**Run 1: cell outlines without signal wires**

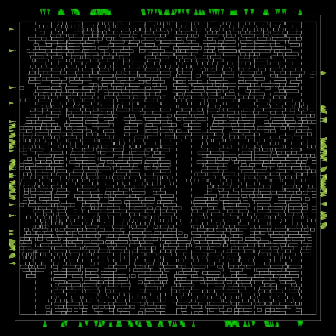
**Run 1: sizing map**

Scale: 1.5 px per um.
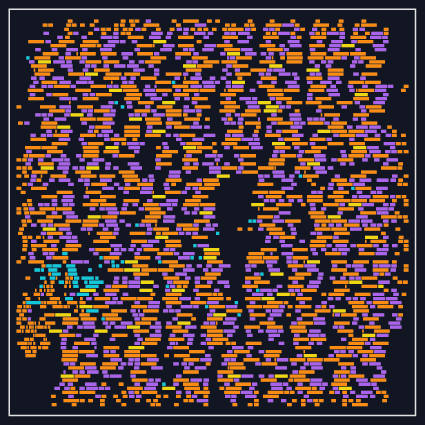
**Run 1: placement by cell class**

Scale: 2 px per um.
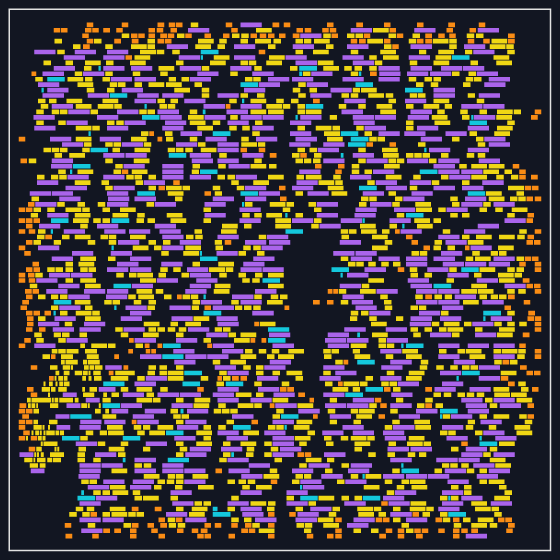
### config.mk
export PLATFORM = sky130hd
export DESIGN_NAME = inst_queue_flat
export DESIGN_NICKNAME = d
export VERILOG_FILES = /design/src/rtl/core_pkg.sv /design/src/rtl/inst_queue_if.sv /design/src/rtl/iq_storage_2w2r.sv /design/src/rtl/inst_queue.sv /design/src/flat_wrapper.sv
export SDC_FILE = /design/constraint.sdc
export NUM_CORES = 1
export LEC_CHECK = 0
export CAP_MARGIN = 10
export CORE_MARGIN = 4
export CORE_UTILIZATION = 45
export CTS_CLUSTER_SIZE = 20
export DETAILED_ROUTE_END_ITERATION = 10
export MAX_ROUTING_LAYER = met4
export REMOVE_ABC_BUFFERS = 1
export SLEW_MARGIN = 20
export SYNTH_ARGS = -nofsm -noshare
export SYNTH_HDL_FRONTEND = slang
export SYNTH_SLANG_ARGS = --single-unit
### constraint.sdc
create_clock -name clk -period 16.1 [get_ports clk]
set_input_delay 3.22 -clock clk [delete_from_list [all_inputs] [get_ports clk]]
set_output_delay 3.22 -clock clk [all_outputs]
set_load 0.03 [all_outputs]
### src/rtl/core_pkg.sv
// Core-wide parameters and shared types for the front-end instruction queue.
package core_pkg;
   localparam int unsigned XLEN        = 32;
   localparam int unsigned FETCH_WIDTH = 2;
   localparam int unsigned IQ_DEPTH    = 8;

   typedef struct packed {
      logic [XLEN-1:0] pc;
      logic [XLEN-1:0] instr;
   } iq_entry_t;

   function automatic logic [1:0] pop2(input logic [1:0] v);
      return 2'(v[0]) + 2'(v[1]);
   endfunction
endpackage

### src/rtl/inst_queue_if.sv
// Fetch/decode-side bundle of the instruction queue; slave = queue, master = its environment.
interface inst_queue_if #(
   parameter int unsigned XLEN        = core_pkg::XLEN,
   parameter int unsigned FETCH_WIDTH = core_pkg::FETCH_WIDTH,
   parameter int unsigned IQ_DEPTH    = core_pkg::IQ_DEPTH
);
   localparam int unsigned CW = $clog2(IQ_DEPTH) + 1;

   logic                             flush_pipeline;
   logic                             redirect_en;
   logic [FETCH_WIDTH-1:0]           in_valid;
   logic [FETCH_WIDTH-1:0][XLEN-1:0] in_pc;
   logic [FETCH_WIDTH-1:0][XLEN-1:0] in_instr;
   logic                             iq_stall;
   logic [FETCH_WIDTH-1:0]           out_valid;
   logic [FETCH_WIDTH-1:0][XLEN-1:0] out_pc;
   logic [FETCH_WIDTH-1:0][XLEN-1:0] out_instr;
   logic                             dec_ready;
   logic [CW-1:0]                    iq_count;

   modport slave (
      input  flush_pipeline, redirect_en, in_valid, in_pc, in_instr, dec_ready,
      output iq_stall, out_valid, out_pc, out_instr, iq_count
   );

   modport master (
      output flush_pipeline, redirect_en, in_valid, in_pc, in_instr, dec_ready,
      input  iq_stall, out_valid, out_pc, out_instr, iq_count
   );
endinterface

### src/rtl/iq_storage_2w2r.sv
// Unreset 2-write / 2-read register array of queue entries with asynchronous read.
module iq_storage_2w2r
   import core_pkg::*;
#(
   parameter int unsigned DEPTH = IQ_DEPTH,
   parameter int unsigned AW    = $clog2(DEPTH)
) (
   input  logic      clk,
   input  logic      we0,
   input  logic [AW-1:0] waddr0,
   input  iq_entry_t wdata0,
   input  logic      we1,
   input  logic [AW-1:0] waddr1,
   input  iq_entry_t wdata1,
   input  logic [AW-1:0] raddr0,
   input  logic [AW-1:0] raddr1,
   output iq_entry_t rdata0,
   output iq_entry_t rdata1
);
   iq_entry_t mem_q [DEPTH];

   // Write addresses are always distinct when both ports fire (tail and tail+1).
   always_ff @(posedge clk) begin
      if (we0) mem_q[waddr0] <= wdata0;
      if (we1) mem_q[waddr1] <= wdata1;
   end

   assign rdata0 = mem_q[raddr0];
   assign rdata1 = mem_q[raddr1];
endmodule

### src/rtl/inst_queue.sv
// Two-wide circular instruction queue between fetch and decode, with flush/redirect discard.
module inst_queue #(
   parameter int unsigned XLEN        = core_pkg::XLEN,
   parameter int unsigned FETCH_WIDTH = core_pkg::FETCH_WIDTH,
   parameter int unsigned IQ_DEPTH    = core_pkg::IQ_DEPTH
) (
   input  logic          clk,
   input  logic          reset,
   inst_queue_if.slave   io
);
   import core_pkg::*;

   localparam int unsigned PW = $clog2(IQ_DEPTH);
   localparam int unsigned CW = PW + 1;

   logic [PW-1:0] head_q, head_d, tail_q, tail_d;
   logic [CW-1:0] count_q, count_d;
   logic [1:0]    n_enq, n_deq, out_valid_c;
   logic          stall, kill, we0, we1;
   logic [PW-1:0] widx0, widx1;
   iq_entry_t     wdata0, wdata1, rdata0, rdata1;

   // Pointer/count next-state; stall comes from the registered count only.
   always_comb begin
      stall       = count_q > CW'(IQ_DEPTH - 2);
      out_valid_c = {count_q >= CW'(2), count_q != '0};
      kill        = io.flush_pipeline | io.redirect_en;
      n_enq       = (!stall && !kill) ? pop2(2'(io.in_valid)) : 2'd0;
      n_deq       = (io.dec_ready && !kill) ? pop2(out_valid_c) : 2'd0;
      we0         = n_enq != 2'd0;
      we1         = n_enq == 2'd2;
      widx0       = tail_q;
      widx1       = tail_q + PW'(1);
      // Compact valid lanes: a lone lane-1 instruction goes to the tail slot.
      wdata0      = io.in_valid[0] ? '{pc: io.in_pc[0], instr: io.in_instr[0]}
                                   : '{pc: io.in_pc[1], instr: io.in_instr[1]};
      wdata1      = '{pc: io.in_pc[1], instr: io.in_instr[1]};
      head_d      = head_q + PW'(n_deq);
      tail_d      = tail_q + PW'(n_enq);
      count_d     = count_q + CW'(n_enq) - CW'(n_deq);
      if (kill) begin
         head_d  = '0;
         tail_d  = '0;
         count_d = '0;
      end
   end

   always_ff @(posedge clk) begin
      if (reset) begin
         head_q  <= '0;
         tail_q  <= '0;
         count_q <= '0;
      end else begin
         head_q  <= head_d;
         tail_q  <= tail_d;
         count_q <= count_d;
      end
   end

   always_ff @(posedge clk) begin
      if (!reset) assert (count_q <= CW'(IQ_DEPTH));
   end

   iq_storage_2w2r #(.DEPTH(IQ_DEPTH)) u_storage (
      .clk    (clk),
      .we0    (we0),
      .waddr0 (widx0),
      .wdata0 (wdata0),
      .we1    (we1),
      .waddr1 (widx1),
      .wdata1 (wdata1),
      .raddr0 (head_q),
      .raddr1 (head_q + PW'(1)),
      .rdata0 (rdata0),
      .rdata1 (rdata1)
   );

   assign io.iq_stall     = stall;
   assign io.iq_count     = count_q;
   assign io.out_valid    = FETCH_WIDTH'(out_valid_c);
   assign io.out_pc[0]    = XLEN'(rdata0.pc);
   assign io.out_pc[1]    = XLEN'(rdata1.pc);
   assign io.out_instr[0] = XLEN'(rdata0.instr);
   assign io.out_instr[1] = XLEN'(rdata1.instr);
endmodule

### src/flat_wrapper.sv
// flat-port wrapper written by rule: the top's interface ports become plain ports
module inst_queue_flat import core_pkg::*;
#(
   parameter int unsigned XLEN        = core_pkg::XLEN,
   parameter int unsigned FETCH_WIDTH = core_pkg::FETCH_WIDTH,
   parameter int unsigned IQ_DEPTH    = core_pkg::IQ_DEPTH
)
  (clk, reset, io_flush_pipeline, io_redirect_en, io_in_valid, io_in_pc, io_in_instr, io_dec_ready, io_iq_stall, io_out_valid, io_out_pc, io_out_instr, io_iq_count);
  inst_queue_if #(.XLEN(XLEN), .FETCH_WIDTH(FETCH_WIDTH), .IQ_DEPTH(IQ_DEPTH)) io_i ();
  input  logic clk;
  input  logic reset;
  input wire logic [$bits(io_i.flush_pipeline)-1:0] io_flush_pipeline;
  input wire logic [$bits(io_i.redirect_en)-1:0] io_redirect_en;
  input wire logic [$bits(io_i.in_valid)-1:0] io_in_valid;
  input wire logic [$bits(io_i.in_pc)-1:0] io_in_pc;
  input wire logic [$bits(io_i.in_instr)-1:0] io_in_instr;
  input wire logic [$bits(io_i.dec_ready)-1:0] io_dec_ready;
  output wire logic [$bits(io_i.iq_stall)-1:0] io_iq_stall;
  output wire logic [$bits(io_i.out_valid)-1:0] io_out_valid;
  output wire logic [$bits(io_i.out_pc)-1:0] io_out_pc;
  output wire logic [$bits(io_i.out_instr)-1:0] io_out_instr;
  output wire logic [$bits(io_i.iq_count)-1:0] io_iq_count;
  assign io_i.flush_pipeline = io_flush_pipeline;
  assign io_i.redirect_en = io_redirect_en;
  assign io_i.in_valid = io_in_valid;
  assign io_i.in_pc = io_in_pc;
  assign io_i.in_instr = io_in_instr;
  assign io_i.dec_ready = io_dec_ready;
  assign io_iq_stall = io_i.iq_stall;
  assign io_out_valid = io_i.out_valid;
  assign io_out_pc = io_i.out_pc;
  assign io_out_instr = io_i.out_instr;
  assign io_iq_count = io_i.iq_count;
  inst_queue #(.XLEN(XLEN), .FETCH_WIDTH(FETCH_WIDTH), .IQ_DEPTH(IQ_DEPTH)) u_core (.clk(clk), .reset(reset), .io(io_i));
endmodule
==> results.py, run 1 <==
# Metrics from the implementation run
metrics = {
    "run_status": {
        "outcome": "finished, final reports clean",
    },
    "worst_setup_path": {
        "timing.critical_path.mode_cell": "sky130_fd_sc_hd__buf_4",
        "crit_chain": "ha_4 > buf_4 > buf_4 > mux4_2 > mux2_2 > clkdlybuf4s50_1",
        "timing.reg2reg.worst_path_depth": 7,
        "worstSetupStartpoint": "u_core.head_q[0]",
        "critical_path_max_stage_delay_ns": 0.79,
        "critical_path_required_ns": 12.88,
        "timing.critical_path.fanout_max": 40,
        "crit_end": "io_out_instr[58]",
        "critical_path_arrival_ns": 5.05,
        "critical_path_buf_inv_count": 3,
        "critical_path_depth": 6,
        "setup.worst_path.start_class": "flip-flop",
    },
    "yosys": {
        "synth.cellmix.simpleShare_pct": 0.961,
        "top_cells_by_area": "sky130_fd_sc_hd__edfxtp_1 (50%), sky130_fd_sc_hd__mux2_2 (26%), sky130_fd_sc_hd__mux4_2 (19%)",
        "synth.ff_latch_count": 522,
        "mux_share_pct": 44.4,
        "library_cell_occupying_the_most_area_in_the_post_synthesis_netlist": "sky130_fd_sc_hd__edfxtp_1",
        "top_area_share_pct": 49.8,
        "register_area_share_after_synthesis_pct": 50.5,
        "compound_area_share_pct": 0.353,
        "synth.avg_cell_area_sq_um": 18.1,
        "postSynth.asyncResetShare_pct": 0,
        "synth.comb.largest_family": "multiplexers",
    },
    "global_route": {
        "vias_in_the_first_global_route": 19300,
        "grt_first_pass_wirelength_mm": 130,
        "overflow": 0,
    },
    "clocking": {
        "htree_levels": 2,
        "cts_sinks": 522,
        "tritoncts_clock_tree": "yes",
        "clock_insertion_delay_worst_skew_ns": 0.62,
        "cts.hold.buffers_added": 0,
        "cts-buffers-inserted": 60,
        "max-clock-path-buffers": 3,
    },
    "power_and_ir_drop": {
        "total_power_mw": 3.12,
        "static-leakage-power_nw": 11.2,
        "p_int_mw": 2.44,
        "power_switching_mw": 0.684,
        "power.sequential.fraction_pct": 48.8,
        "power.clock.total_mw": 1.31,
        "switching_share_pct": 21.9,
        "pg_comb_mw": 0.288,
        "power_density_nw_per_um2": 86.6,
    },
    "timing": {
        "layout_setup_ws_ns": 7.83,
        "final-setup-viol-count": 0,
        "max_clock_freq_ghz": 0.121,
        "min_period_ns": 8.27,
        "final-max-slew-violation-count": 0,
        "holdWs_ns": 0.624,
        "skew_ns": 0.0147,
    },
    "cells_and_area": {
        "flow.area_growth_from_synthesis_pct": 16.8,
        "layout.area.seq_sq_um": 15600,
        "fin_nets": 2090,
        "design_area_sq_um": 36000,
        "layout_top_cells": "sky130_fd_sc_hd__mux2_2 (704), sky130_fd_sc_hd__edfxtp_1 (512), sky130_fd_sc_hd__clkdlybuf4s50_1 (268)",
        "mostFrequentLayoutCell": "sky130_fd_sc_hd__mux2_2",
    },
    "floorplanning": {
        "std_cell_rows": 95,
        "die_wd_um": 270,
    },
    "placement": {
        "placed_area_sq_um": 34200,
        "post-place-ws_ns": 8.28,
        "placement.io_buffers": 269,
        "routabilityCongestion": 0.751,
        "place.detailed.instances": 2750,
    },
    "flow_run": {
        "stage_log_warnings": 26,
    },
    "worst_hold_path": {
        "hold-path-cell-count": 2,
        "hold-path-endpoint": "u_core.tail_q[2]",
    },
    "routing": {
        "final_antenna_net_count": 0,
    },
}
About 'cell outlines without signal wires':
register share of the cell area: 43.3%
count of placed standard cells in the final layout, fillers left out: 2865

About 'sizing map':
| color | size | cells | most used |
|---|---|---|---|
| yellow | drive 6 and up | 67 | clkbuf_16 |
| orange | drive 1 or less | 891 | edfxtp_1 |
| cyan | drive 3 to 4 | 55 | buf_4 |
| purple | drive 2 | 971 | mux2_2 |

About 'placement by cell class':
| color | class | cells |
|---|---|---|
| orange | other buffers and delay cells | 301 |
| cyan | clock drivers and dummy loads | 107 |
| yellow | all other logic | 1054 |
| purple | flip-flops | 522 |

==> run 1: final cells by class <==
class	instances	share of cell area (%)
clock inverter	30	0.715
tap	873	3.03
inverter	9	0.0937
timing repair buffer	301	8.14
clock buffer	77	4.40
sequential	522	43.3
antenna	8	0.0556
multi-input combinational	1045	40.3
==> run 1: through the flow <==
step | utilization, % | TNS (ns)
3_3_place_gp | 50.5 | 0
2_1_floorplan | - | -80.93
5_1_grt | 53.3 | 0
6_report | 53.3 | 0
4_1_cts | 53.2 | 0
3_5_place_dp | 50.5 | 0
==> run 1: layer usage <==
metal | global-route usage [%] | share of wire (%)
met5 | - | 0
met3 | 4.18 | 5.5
met1 | 32.1 | 42
met4 | 5.93 | 2.1
met2 | 40.5 | 50
==> run 2, diff against run 1 <==
- clock period: 16.1 -> 7.8 ns (I/O delays scaled with it)
==> results.py, run 2 <==
# Metrics from the implementation run
metrics = {
    "floorplanning": {
        "die_wd_um": 270,
    },
    "routing": {
        "wl_met3_mm": 5.45,
        "met1_length_mm": 37.6,
        "dr.max_layer_used": "met4",
        "final_antenna_net_count": 0,
        "met2RoutedLength_mm": 44.5,
    },
    "timing": {
        "tns_ns": 0,
        "skew_ns": 0.0145,
        "min_period_ns": 6.05,
        "max_clock_freq_ghz": 0.165,
        "final-setup-viol-count": 0,
        "final-max-slew-violation-count": 0,
    },
    "cells_and_area": {
        "finish.utilization_pct": 53.3,
        "fin_nets": 2096,
        "mostFrequentLayoutCell": "sky130_fd_sc_hd__mux2_2",
    },
    "placement": {
        "post-place-ws_ns": 2.26,
        "routabilityCongestion": 0.758,
        "placed_area_sq_um": 34300,
        "placement.io_buffers": 269,
        "place.detailed.instances": 2755,
    },
    "clocking": {
        "clock_insertion_delay_worst_skew_ns": 0.62,
        "root_buffer": "sky130_fd_sc_hd__clkbuf_16",
        "htree_levels": 2,
        "tritoncts_clock_tree": "yes",
        "max-clock-path-buffers": 3,
        "cts.hold.buffers_added": 0,
        "cts-buffers-inserted": 59,
    },
    "power_and_ir_drop": {
        "pg_comb_mw": 0.597,
        "p_int_mw": 4.89,
        "switching_share_pct": 22.2,
        "power.clock.total_mw": 2.55,
        "power_density_nw_per_um2": 174,
        "power.sequential.fraction_pct": 49.9,
        "static-leakage-power_nw": 11.2,
        "power_switching_mw": 1.40,
        "total_power_mw": 6.29,
    },
    "worst_setup_path": {
        "critical_path_buf_inv_count": 2,
        "critical_path_max_stage_delay_ns": 0.90,
        "critical_path_depth": 5,
        "timing.reg2reg.worst_path_depth": 8,
        "critical_path_required_ns": 6.24,
        "crit_chain": "ha_4 > buf_4 > mux4_2 > mux2_2 > clkdlybuf4s50_1",
        "setup.worst_path.start_class": "flip-flop",
        "timing.critical_path.fanout_max": 49,
    },
    "yosys": {
        "postSynth.asyncResetShare_pct": 0,
        "synth.avg_cell_area_sq_um": 18.1,
        "library_cell_occupying_the_most_area_in_the_post_synthesis_netlist": "sky130_fd_sc_hd__edfxtp_1",
        "synth.ff_latch_count": 522,
        "top_area_share_pct": 49.8,
        "register_area_share_after_synthesis_pct": 50.5,
        "top_cells_by_area": "sky130_fd_sc_hd__edfxtp_1 (50%), sky130_fd_sc_hd__mux2_2 (26%), sky130_fd_sc_hd__mux4_2 (19%)",
    },
    "global_route": {
        "vias_in_the_first_global_route": 19500,
        "met1_usage_pct": 33.1,
        "gr-max-usage-layer": "met2",
        "met3_grt_util_pct": 4.11,
        "globalRouteMet2Util_pct": 40.8,
        "grt_first_pass_wirelength_mm": 131,
        "overflow": 0,
    },
    "flow_run": {
        "stage_log_warnings": 26,
    },
    "worst_hold_path": {
        "hold-path-endpoint": "u_core.tail_q[2]",
    },
    "run_status": {
        "outcome": "finished, final reports clean",
    },
}
==> run 2: cell counts after synthesis <==
No cell type changed its count.
==> run 2: area by class of cell <==
class | count | area share, %
sequential | 522 | 43.2
multi-input combinational | 1045 | 40.3
timing repair buffer | 308 | 8.54
clock buffer | 79 | 4.42
tap | 873 | 3.03
clock inverter | 24 | 0.337
inverter | 9 | 0.0937
antenna | 9 | 0.0625
==> run 2: cells by family after synthesis <==
logic type / count (synthesis) / synth area share, %
xor gates and xnor gates: 6 / 0.170
AOI/OAI and AO/OA: 12 / 0.353
adders and majority gates: 16 / 0.746
and+or+nand+nor: 51 / 0.961
buffers and inverters: 140 / 2.94
DFF: 522 / 50.5
muxes: 960 / 44.4
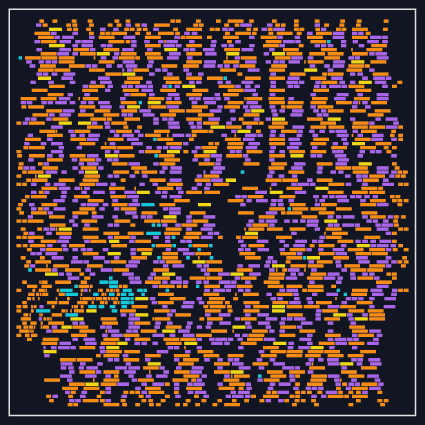
**Above:** run 2 (sizing map).
Scale: 1.5 px per um.
| color | size | cells | most used |
|---|---|---|---|
| purple | drive 2 | 967 | mux2_2 |
| orange | drive 1 or less | 896 | edfxtp_1 |
| cyan | drive 3 to 4 | 55 | buf_4 |
| yellow | drive 6 and up | 69 | clkbuf_16 |
signed area change from the synthesized netlist to the final layout: 16.8%
count of non-CTS buffers in the layout: 308
Non-Filler Cell Area, Final: 36100 sq um
setup slack after layout: 1.75 ns

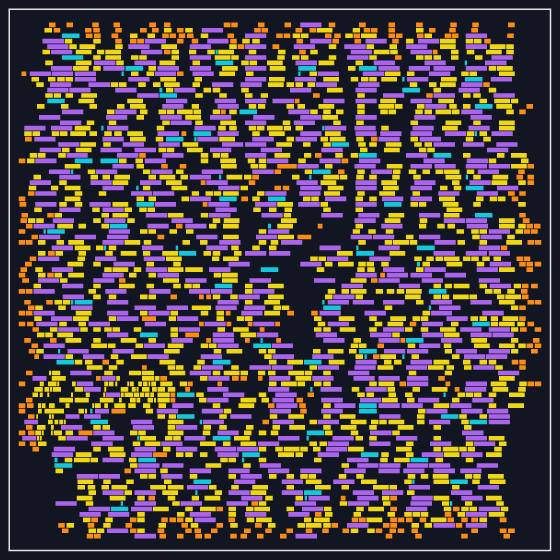
**Above:** run 2 (placement by cell class).
Scale: 2 px per um.
| color | class | cells |
|---|---|---|
| purple | flip-flops | 522 |
| cyan | clock drivers and dummy loads | 103 |
| orange | other buffers and delay cells | 308 |
| yellow | all other logic | 1054 |

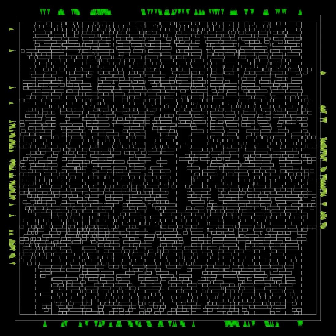
**Above:** run 2 (cell outlines without signal wires).
Cell Rows: 95
number of tapcells: 873

==> run 3, diff against run 2 <==
- PLACE_DENSITY: not set -> 0.67
- clock period: 7.8 -> 5 ns (I/O delays scaled with it)
==> results.py, run 3 <==
# Metrics from the implementation run
metrics = {
    "run_status": {
        "outcome": "finished, final reports clean",
    },
    "clocking": {
        "htree_levels": 2,
        "cts.hold.buffers_added": 0,
        "cts-buffers-inserted": 56,
        "tritoncts_clock_tree": "yes",
    },
    "placement": {
        "place.detailed.instances": 2766,
        "placed_area_sq_um": 34500,
        "placement.io_buffers": 269,
        "routabilityCongestion": 0.811,
    },
    "routing": {
        "met2RoutedLength_mm": 42.1,
        "final_antenna_net_count": 0,
        "met1_length_mm": 36.8,
    },
    "global_route": {
        "globalRouteMet2Util_pct": 38.7,
        "met1_usage_pct": 32.0,
        "grt_first_pass_wirelength_mm": 126,
        "vias_in_the_first_global_route": 19200,
    },
    "timing": {
        "tns_ns": 0,
        "skew_ns": 0.0111,
        "final-setup-viol-count": 0,
        "final-max-slew-violation-count": 0,
        "min_period_ns": 4.34,
    },
    "yosys": {
        "top_area_share_pct": 49.8,
        "synth.comb.largest_family": "multiplexers",
        "top_cells_by_area": "sky130_fd_sc_hd__edfxtp_1 (50%), sky130_fd_sc_hd__mux2_2 (26%), sky130_fd_sc_hd__mux4_2 (19%)",
        "postSynth.asyncResetShare_pct": 0,
        "synth.ff_latch_count": 522,
        "compound_area_share_pct": 0.353,
        "mux_share_pct": 44.4,
        "register_area_share_after_synthesis_pct": 50.5,
        "synth.avg_cell_area_sq_um": 18.1,
    },
    "cells_and_area": {
        "fin_nets": 2102,
        "largest_cell_class": "registers",
        "comb_share_pct": 40.2,
        "clock_cell_area_share_pct": 4.53,
        "logic_gates": 1045,
        "nonClkBufAreaFrac_pct": 9.00,
        "mostFrequentLayoutCell": "sky130_fd_sc_hd__mux2_2",
    },
    "power_and_ir_drop": {
        "static-leakage-power_nw": 11.3,
        "power_density_nw_per_um2": 268,
    },
    "floorplanning": {
        "std_cell_rows": 95,
        "taps": 873,
        "die_wd_um": 270,
    },
    "worst_setup_path": {
        "timing.reg2reg.worst_path_depth": 8,
        "timing.critical_path.fanout_max": 20,
        "critical_path_max_stage_delay_ns": 0.62,
        "critical_path_buf_inv_count": 2,
        "critical_path_required_ns": 4.00,
    },
    "worst_hold_path": {
        "hold-path-endpoint": "u_core.tail_q[2]",
    },
}
[run 3: cell counts after synthesis]
No cell type changed its count.
[run 3: report_power, final]
| group | leakage (nW) | internal [mW] | total [mW] | switching [mW] |
|---|---|---|---|---|
| logic | 5.77 | 0.501 | 0.933 | 0.433 |
| registers | 4.70 | 4.88 | 4.90 | 0.0170 |
| clock network | 0.790 | 2.13 | 3.84 | 1.71 |
| total | 11.3 | 7.51 | 9.67 | 2.16 |
[run 3: kinds of logic after synthesis]
family / Yosys count
AND-OR/OR-AND: 12
flip-flops: 522
XOR/XNOR: 6
buffers and inverters: 140
adder cells (fa/ha/maj): 16
AND/OR/NAND/NOR: 51
multiplexers: 960
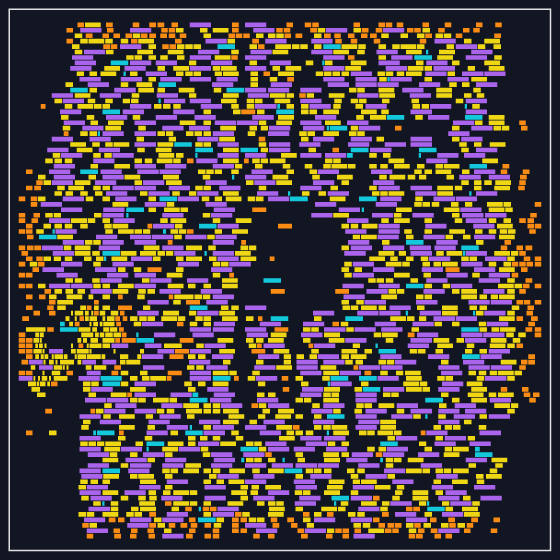
**Above:** run 3 (placement by cell class).
Scale: 2 px per um.
| color | class | cells |
|---|---|---|
| purple | flip-flops | 522 |
| orange | other buffers and delay cells | 317 |
| yellow | all other logic | 1054 |
| cyan | clock drivers and dummy loads | 100 |
Non-Filler Cell Area, Final: 36100 sq um
register share of the cell area: 43.1%
fin util: 53.4%
core region area: 67600 sq um

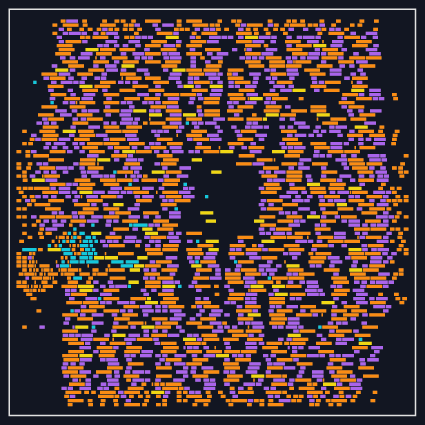
**Above:** run 3 (sizing map).
Scale: 1.5 px per um.
| color | size | cells | most used |
|---|---|---|---|
| yellow | drive 6 and up | 76 | clkbuf_16 |
| purple | drive 2 | 968 | mux2_2 |
| cyan | drive 3 to 4 | 57 | buf_4 |
| orange | drive 1 or less | 892 | edfxtp_1 |
signed area change from the synthesized netlist to the final layout: 17.1%
setup slack after layout: 0.659 ns
count of non-CTS buffers in the layout: 317

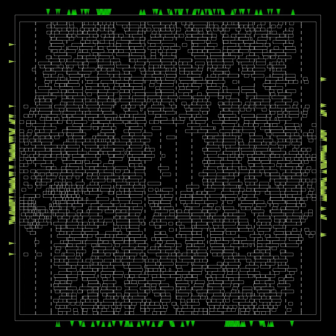
**Above:** run 3 (cell outlines without signal wires).
count of placed standard cells in the final layout, fillers left out: 2869
flop count: 522
Fill cells: 5314

Power and IR drop assume default switching activity.
